Fig. 1: run 1, placement view
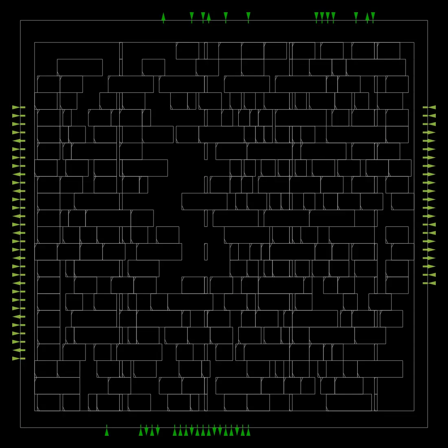
Fig. 2: run 1, port wiring
Scale: 4 px per µm.
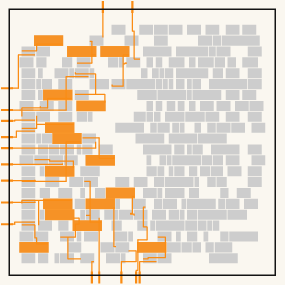
Fig. 3: run 1, M2 wires
Scale: 8 px per µm.
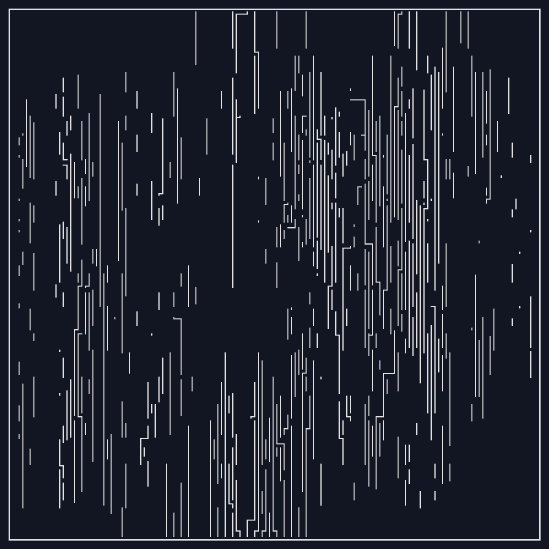
`src/rtl/regfile_scheduler.sv`:
```
// regfile_scheduler: decides which writeback source (ALU or memory load) uses
// the single register-file write port each cycle, remembers which registers
// still have a write outstanding, and holds off issue on RAW/WAW hazards.
module regfile_scheduler #(
  parameter int STARVE_LIMIT = 4
) (
  input  logic        clock,
  input  logic        reset,
  input  logic        issue_valid,
  input  logic [2:0]  issue_rs,
  input  logic [2:0]  issue_rd,
  input  logic        issue_uses_rs,
  input  logic        issue_uses_rd,
  input  logic        issue_writes,
  output logic        issue_ready,
  input  logic        alu_wb_valid,
  input  logic [2:0]  alu_wb_reg,
  input  logic [15:0] alu_wb_data,
  output logic        alu_wb_ready,
  input  logic        mem_wb_valid,
  input  logic [2:0]  mem_wb_reg,
  input  logic [15:0] mem_wb_data,
  output logic        mem_wb_ready,
  output logic        regWrite,
  output logic [2:0]  writeRegister,
  output logic [15:0] writeData,
  output logic        changeEnable,
  output logic [7:0]  pending_mask,
  output logic        err_unexpected
);

  logic [7:0]  pending;
  logic [7:0]  pendingNext;
  logic [3:0]  starve;
  logic        memPriority;
  logic        aluGrant;
  logic        memGrant;
  logic        anyGrant;
  logic [2:0]  grantReg;
  logic [15:0] grantData;
  logic        issueAccept;

  // Hazard check against registered state only; a write becomes visible to
  // issue the cycle after the register file has taken it (no bypass).
  always_comb begin
    issue_ready = !(issue_uses_rs && pending[issue_rs])
               && !(issue_uses_rd && pending[issue_rd])
               && !(issue_writes  && pending[issue_rd]);
    issueAccept = issue_valid && issue_ready;
  end

  // Write-port arbitration: ALU first unless mem has been refused long enough.
  always_comb begin
    memPriority = (starve >= 4'(STARVE_LIMIT));
    memGrant    = !reset && mem_wb_valid && (memPriority || !alu_wb_valid);
    aluGrant    = !reset && alu_wb_valid && !memGrant;
    anyGrant    = aluGrant || memGrant;
    grantReg    = memGrant ? mem_wb_reg  : alu_wb_reg;
    grantData   = memGrant ? mem_wb_data : alu_wb_data;
    alu_wb_ready = aluGrant;
    mem_wb_ready = memGrant;
  end

  // Scoreboard update: retire the write in progress, then mark the newly
  // issued destination so that a set always beats a clear on the same bit.
  always_comb begin
    pendingNext = pending;
    if (regWrite) begin
      pendingNext[writeRegister] = 1'b0;
    end
    if (issueAccept && issue_writes) begin
      pendingNext[issue_rd] = 1'b1;
    end
  end

  // Registered state: scoreboard, starvation counter, write stage, error flag.
  always_ff @(posedge clock) begin
    if (reset) begin
      pending        <= '0;
      starve         <= '0;
      regWrite       <= 1'b0;
      writeRegister  <= '0;
      writeData      <= '0;
      err_unexpected <= 1'b0;
    end else begin
      pending  <= pendingNext;
      regWrite <= anyGrant;
      if (anyGrant) begin
        writeRegister <= grantReg;
        writeData     <= grantData;
        if (!pending[grantReg]) begin
          err_unexpected <= 1'b1;
        end
      end
      if (!mem_wb_valid || memGrant) begin
        starve <= '0;
      end else if (starve != 4'hF) begin
        starve <= starve + 4'd1;
      end
    end
  end

  assign changeEnable = regWrite;
  assign pending_mask = pending;

endmodule

```
`config.mk`:
```
export PLATFORM = sky130hd
export DESIGN_NAME = regfile_scheduler
export DESIGN_NICKNAME = d
export VERILOG_FILES = /design/src/rtl/regfile_scheduler.sv
export SDC_FILE = /design/constraint.sdc
export NUM_CORES = 1
export LEC_CHECK = 0
export CORE_MARGIN = 2
export CORE_UTILIZATION = 43
export CTS_CLUSTER_SIZE = 12
export DETAILED_ROUTE_END_ITERATION = 10
export GPL_ROUTABILITY_DRIVEN = 0
export PLACE_DENSITY = 0.87
export SLEW_MARGIN = 20
export SYNTH_ARGS = -nofsm -noshare
export SYNTH_HDL_FRONTEND = slang
export SYNTH_SLANG_ARGS = --single-unit
```
`constraint.sdc`:
```
create_clock -name clock -period 4.16 [get_ports clock]
set_input_delay 0.832 -clock clock [delete_from_list [all_inputs] [get_ports clock]]
set_output_delay 0.832 -clock clock [all_outputs]
set_load 0.01 [all_outputs]
```
==> CHANGELOG.md, run 1 <==
### Changed

* Status: completed
* Clock Skew at 0.002917 ns
* Slowest cell on crit path: clkdlybuf4s50_1
* Leak at 0.9999 nW
* Top cell type's share of synthesized area at 39.79%
* H-tree levels at 2
* Vias in the first global route at 1666
* MI comb cells at 130
* Crit path cell chain: clkdlybuf4s50_1, mux4_2, mux2_1, a22oi_1, clkdlybuf4s50_1
* Synth area leader: dfxtp_1
* Signal inverters at 1
* Total CTS buffers at 5
* Largest net degree at the start of global routing at 36
* Syn Nets at 229
* Flop2flop setup slack at 2.24 ns
* Pwr/cell area at 289.8 nW/µm²
* Syn_area_per_cell at 9.434 µm²
* Yosys top cell by instances: dfxtp_1
* Critical path launch point type: primary input
* DP HPWL at 3309 µm
* Wire length on met2 at 2149 µm
* Buffers, non-clock at 87
* Largest reg by FF count: writeData
* Most instantiated cells after synthesis: dfxtp_1 (33), nor2_1 (25), mux2i_1 (19)
* Fp util at 45.01%
* Async SR Flop Fraction at 0%
* DRT antenna net count at 0
* Post-synthesis xor/xnor area fraction at 0%
* YS chip area at 1660 µm²
* Total negative setup slack at 0 ns
* CTS clock-pin slew for the worst setup and hold paths at 0.06 ns
* Met1 Wirelength at 1877 µm
* # Cells Yosys at 176
* GR Layer Usage met2 at 36.75%
* Antenna cell count at 0
* Critical path buffers and inverters at 2
* Top-level port count at 85
* Hold depth at 1
* Post-Synth Simple-Gate Area at 18.39%
* Met3 GRT Util at 7.155%
* Reg2Reg Depth at 7
* Area Growth Syn to Fin at 56.97%
* Port bufs at 84
* Worst setup path endpoint: issue_ready
* Cell Area, Synth at 1660 µm²
* Max clock buf depth at 2
* Initial DRC Count at 89
-- Fig. 1 (at the start) --
n_taps: 48
cell row count: 22
Fillers: 300

-- Fig. 2 (at the start) --
legend:
  orange:
    port: writeData
    bits: 16
    direction: output
    edge: 9 left, 5 bottom, 2 top
    end_cells: 16
    buffers: 16
    wire: 418 µm

-- Fig. 3 (at the start) --
wire length on this layer: 2150 µm
nets with wire on the layer: 278

## run 1: where the power goes
group          switching, mW  internal [mW]  leakage (nW)  total, mW
clock network          0.109          0.119        0.0395      0.228
logic                 0.0686          0.109         0.688      0.177
registers             0.0146          0.336         0.272      0.350
total                  0.192          0.563          1.00      0.755
## run 1: metrics by stage
| step | instances | worst slack (ns) | util [%] |
|---|---|---|---|
| 3_3_place_gp | 299 | 0.3875 | 68.49 |
| 5_1_grt | 307 | 0.2888 | 70.66 |
| 6_report | 307 | 0.3445 | 70.66 |
| 2_1_floorplan | 176 | 1.426 | - |
| 3_5_place_dp | 299 | 0.3581 | 68.49 |
| 4_1_cts | 307 | 0.3500 | 70.66 |
Fig. 4: run 1, signal wires by layer
Scale: 4 px per µm. Only two layers are drawn.
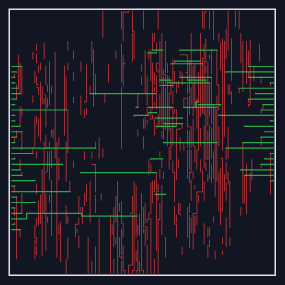

==> run 2, diff against run 1 <==
--- a/config.mk
+++ b/config.mk
@@ -5,13 +5,15 @@
 export SDC_FILE = /design/constraint.sdc
 export NUM_CORES = 1
 export LEC_CHECK = 0
+export CELL_PAD_IN_SITES_DETAIL_PLACEMENT = 1
+export CELL_PAD_IN_SITES_GLOBAL_PLACEMENT = 2
 export CORE_MARGIN = 2
-export CORE_UTILIZATION = 43
+export CORE_UTILIZATION = 24
 export CTS_CLUSTER_SIZE = 12
 export DETAILED_ROUTE_END_ITERATION = 10
 export GPL_ROUTABILITY_DRIVEN = 0
 export PLACE_DENSITY = 0.87
-export SLEW_MARGIN = 20
+export SLEW_MARGIN = 10
 export SYNTH_ARGS = -nofsm -noshare
 export SYNTH_HDL_FRONTEND = slang
 export SYNTH_SLANG_ARGS = --single-unit
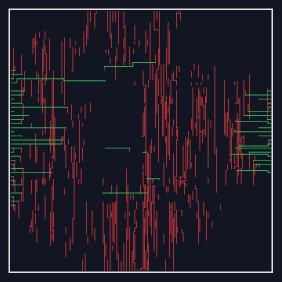
Fig. 5. Signal wires by layer (run 2).
Scale: 3 px per µm. Only two layers are drawn.
legend:
  green:
    layer: metal 3
    wire_length: 359 µm
  red:
    layer: metal 2
    wire_length: 2370 µm
GRT Total Usage: 13.43%
final wirelength: 4934 µm
wire per inst: 14.60 µm
Vias: 1627

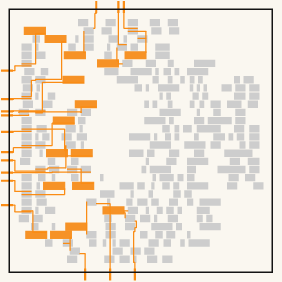
Fig. 6. Port wiring (run 2).
Scale: 3 px per µm.
legend:
  orange:
    port: writeData
    bits: 16
    direction: output
    edge: 10 left, 3 top, 3 bottom
    end_cells: 16
    buffers: 16
    wire: 469 µm

==> run 2 against run 1 <==
Net effect:
- total power is 2.0% higher
- count of clock-buffer cells in the layout is 1 lower
- clock power is 7% higher
- largest cell class unchanged
- cell count is 10% higher
- sequential share of layout area is 0.44 points lower
- worst hold slack better by 0.015 ns
- critical endpoint unchanged
- synthesized cell count stayed put
- critical path depth stayed put
==> CHANGELOG.md, run 2 <==
### Changed

* Status: completed
* Hold depth at 1 (unchanged)
* Reg2Reg Depth at 7 (unchanged)
* P_int at 0.5755 mW (+2.2%)
* Cell row count at 30 (+36%)
* Top-level port count at 85 (unchanged)
* Leak at 1.005 nW (+0.48%)
* Sequential share of power at 45.5% (-0.9 points)
* Setup WS post-layout at 0.3743 ns (+0.02982 ns)
* Fp util at 24.57% (-20 points)
* Most instantiated cells after synthesis: dfxtp_1 (33), nor2_1 (25), mux2i_1 (19)
* Antenna cell count at 0 (unchanged)
* Crit path cell chain: clkdlybuf4s50_1, mux4_2, mux2_1, a22oi_1, clkdlybuf4s50_1
* Flop2flop setup slack at 2.26 ns (+0.02 ns)
* Syn_area_per_cell at 9.434 µm² (unchanged)
* Clock Skew at 0.002378 ns (-0.0005390 ns)
* H-tree levels at 2 (unchanged)
* YS chip area at 1660 µm² (unchanged)
* Yosys top cell by instances: dfxtp_1
* Pwr/cell area at 290.5 nW/µm² (+0.24%)
* Cell Area, Synth at 1660 µm² (unchanged)
* DP HPWL at 3731 µm (+13%)
* Total CTS buffers at 5 (unchanged)
* CTS clock-pin slew for the worst setup and hold paths at 0.06 ns (about the same)
* Port bufs at 84 (unchanged)
* Slowest cell on crit path: clkdlybuf4s50_1
* Largest reg by FF count: writeData
* Met1 Wirelength at 2138 µm (+14%)
* Critical path buffers and inverters at 2 (unchanged)
* Area Growth Syn to Fin at 59.76%
* Async SR Flop Fraction at 0% (unchanged)
* Syn Nets at 229 (unchanged)
* MI comb cells at 130 (unchanged)
* Wire length on met2 at 2371 µm (+10%)
* Largest net degree at the start of global routing at 36 (unchanged)
* Post-Layout Cell Count at 338 (+10%)
* Sequential Power at 0.350 mW (about the same)
* DRT antenna net count at 0 (unchanged)
[run 2: cell counts after synthesis]
No cell type changed its count.
[run 2: how the worst max path moves through the flow]
stage	slack (ns)	depth (start not counted)	from	endpoint
floorplan	1.43	3	issue_rs[0]	issue_ready
global placement	0.37	5	issue_rd[1]	issue_ready
detailed placement	0.37	5	issue_rd[1]	issue_ready
CTS	0.36	5	issue_rd[1]	issue_ready
global route	0.28	5	issue_rd[1]	issue_ready
finish	0.37	5	issue_rd[1]	issue_ready
[run 2: through the flow]
stage | hold WS [ns] | util, % | power (mW)
after floorplan | 0.4079 | - | 0.4301
after global placement | 0.4292 | 37.98 | 0.5339
after detailed placement | 0.4428 | 37.98 | 0.5366
after CTS | 0.4525 | 39.26 | 0.7844
after global routing | 0.4595 | 39.26 | 0.8151
final | 0.4466 | 39.26 | 0.7706
Fig. 7: run 2, M2 wires
Scale: 6 px per µm.
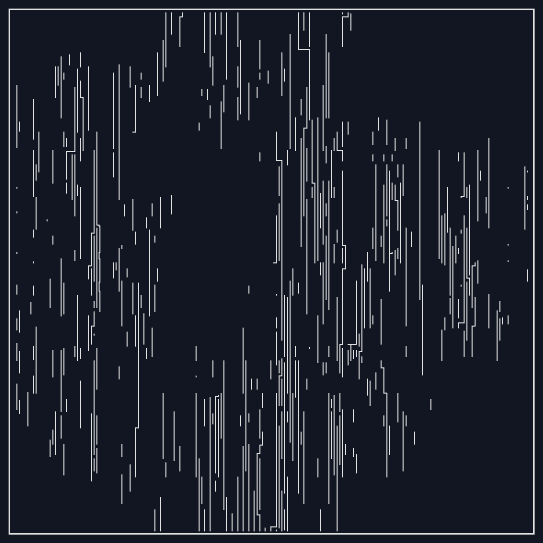

==> run 3, diff against run 2 <==
--- a/config.mk
+++ b/config.mk
@@ -7,6 +7,7 @@
 export LEC_CHECK = 0
 export CELL_PAD_IN_SITES_DETAIL_PLACEMENT = 1
 export CELL_PAD_IN_SITES_GLOBAL_PLACEMENT = 2
+export CORE_ASPECT_RATIO = 2
 export CORE_MARGIN = 2
 export CORE_UTILIZATION = 24
 export CTS_CLUSTER_SIZE = 12
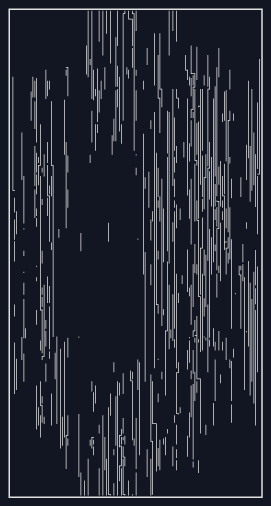
Fig. 8. M2 wires (run 3).
Scale: 4 px per µm.
share of all routed wire: 60%
wire length on this layer: 3380 µm
nets with wire on the layer: 279
longest straight run: 63.9 µm
main direction: vertical

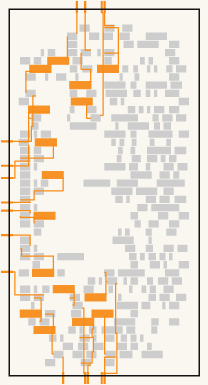
Fig. 9. Port wiring (run 3).
Scale: 3 px per µm.
legend:
  orange:
    port: writeData
    bits: 16
    direction: output
    edge: 7 left, 5 bottom, 4 top
    end_cells: 16
    buffers: 16
    wire: 472 µm

==> run 3 against run 2 <==
Net effect:
- sequential power about the same
- synthesized cell count unchanged
- register-to-register slack about the same
- sequential cell count unchanged
- via count increased by 2.3%
- largest cell class unchanged
- critical path depth unchanged
- worst hold slack got worse by 0.0080 ns
- routed wire length increased by 14%
- area after synthesis unchanged
- critical endpoint unchanged
==> CHANGELOG.md, run 3 <==
### Changed

* Worst setup path endpoint: issue_ready
* Register fraction of the total cell area at 24.30%
* Leak at 1.030 nW (+2.5%)
* Cell Area, Synth at 1660 µm² (unchanged)
* Pwr/cell area at 327.0 nW/µm² (+13%)
* Worst Path Arrival at 2.98 ns
* DP HPWL at 4383 µm (+17%)
* Met1 Wirelength at 1865 µm (-13%)
* Port bufs at 84 (unchanged)
* Reg2Reg Depth at 7 (unchanged)
* Area Growth Syn to Fin at 63.75%
* Fp util at 24.88% (+0.30 points)
* Status: completed
* Met3 routed WL at 292 µm
* Crit path cell chain: clkdlybuf4s50_1, mux4_2, mux2_1, a22oi_1, clkdlybuf4s50_1
* Hold depth at 1 (unchanged)
* Vias at 1664 (+2.3%)
* Cell variety after synth at 39
* GRT Total Usage at 15.37% (+1.9 points)
* Crit path launch: issue_rd[1]
* Async SR Flop Fraction at 0% (unchanged)
* Largest reg by FF count: writeData
* Cell row count at 42 (+40%)
* Final wirelength at 5616 µm (+14%)
* H-tree levels at 2 (unchanged)
* Crit path depth at 5 (unchanged)
* Yosys top cell by instances: dfxtp_1
* Critical path buffers and inverters at 2 (unchanged)
* Syn Nets at 229 (unchanged)
* Wire per inst at 16.18 µm (+11%)
* Final core utilization at 40.74% (+1.5 points)
* Largest net degree at the start of global routing at 36 (unchanged)
* Antenna cell count at 0 (unchanged)
* Clock Sinks at 33
* GR Layer Usage met2 at 32.12%
* YS chip area at 1660 µm² (unchanged)
* Wire length on met2 at 3382 µm (+43%)
* Fillers at 769
* DRT antenna net count at 0 (unchanged)
* MI comb cells at 130 (unchanged)
* Total Power at 0.8891 mW (+15%)
* Most instantiated cells after synthesis: dfxtp_1 (33), nor2_1 (25), mux2i_1 (19)
* Syn_area_per_cell at 9.434 µm² (unchanged)
* Post-Layout Cell Count at 347 (+2.7%)
* Hold WS at 0.4386 ns (-0.007973 ns)
## run 3: netlist changes by cell type in the layout (fill, tap and decap cells not counted)
cell / delta
clkinvlp_4: +1
clkinv_2: +2
clkbuf_1: -1
clkbuf_8: -6
clkbuf_16: +5
## run 3: cell families (layout without fill, tap and decap cells)
family / Yosys count / in the layout / share of synthesized area [%]
AND/OR/NAND/NOR: 58 / 58 / 18.39
AND-OR/OR-AND: 44 / 44 / 17.63
flip-flops: 33 / 33 / 39.79
multiplexers: 26 / 26 / 19.52
buffers and inverters: 13 / 96 / 3.692
adder cells (fa/ha/maj): 1 / 1 / 0.7535
other: 1 / 1 / 0.2259
## run 3: power by group
group          switching, mW  internal (mW)  leakage [nW]
Clock                  0.141          0.219        0.0696
Combinational         0.0701          0.109         0.688
Sequential            0.0145          0.336         0.272

==> layout pictures side by side <==
Ports around the boundary.
Plate I
Scale: 8 px per µm. Pins as bars across the die edge, other pins in grey.
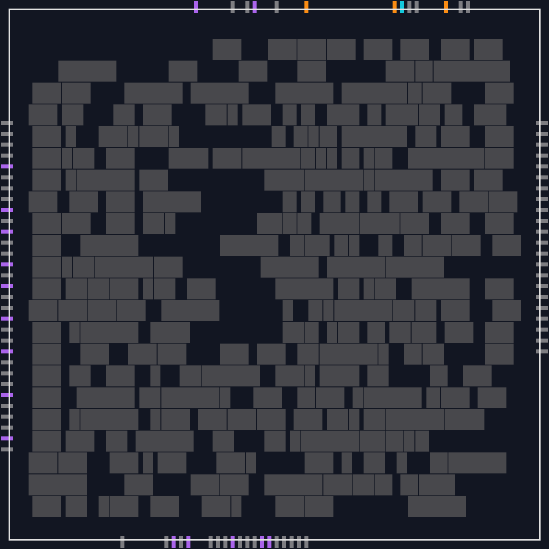
Plate II
Scale: 4 px per µm. Pins as bars across the die edge, other pins in grey.
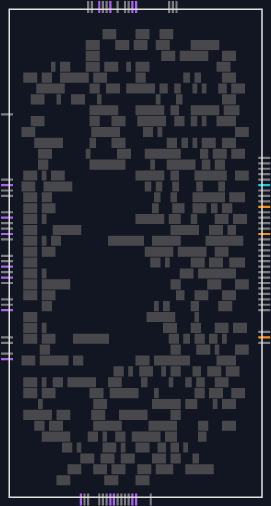
Plate III
Scale: 6 px per µm. Pins as bars across the die edge, other pins in grey.
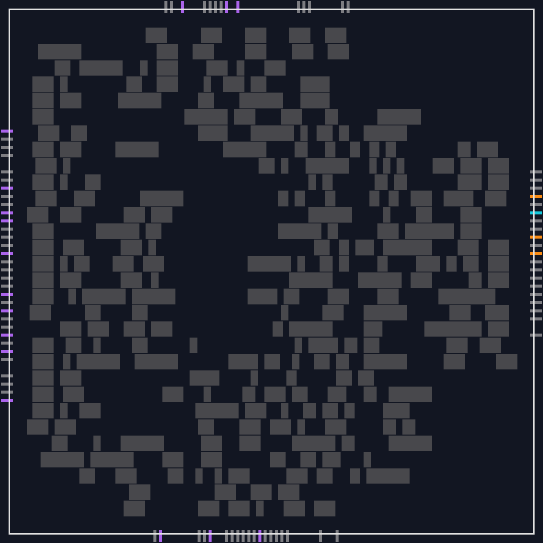
| from | picture |
|---|---|
| run 2 | Plate III |
| run 1 | Plate I |
| run 3 | Plate II |
Of these, smallest die: Plate I

Key to Plate II:
legend:
  purple:
    port: writeData
    pins: 16
    direction: output
    edge: 7 left, 5 bottom, 4 top
  cyan:
    port: issue_valid
    pins: 1
    direction: input
    edge: right
  orange:
    port: issue_rd
    pins: 3
    direction: input
    edge: right
all pins by edge: 32 right, 24 left, 15 bottom, 14 top

Power figures rest on the tool's default switching activity, not on a simulated workload.
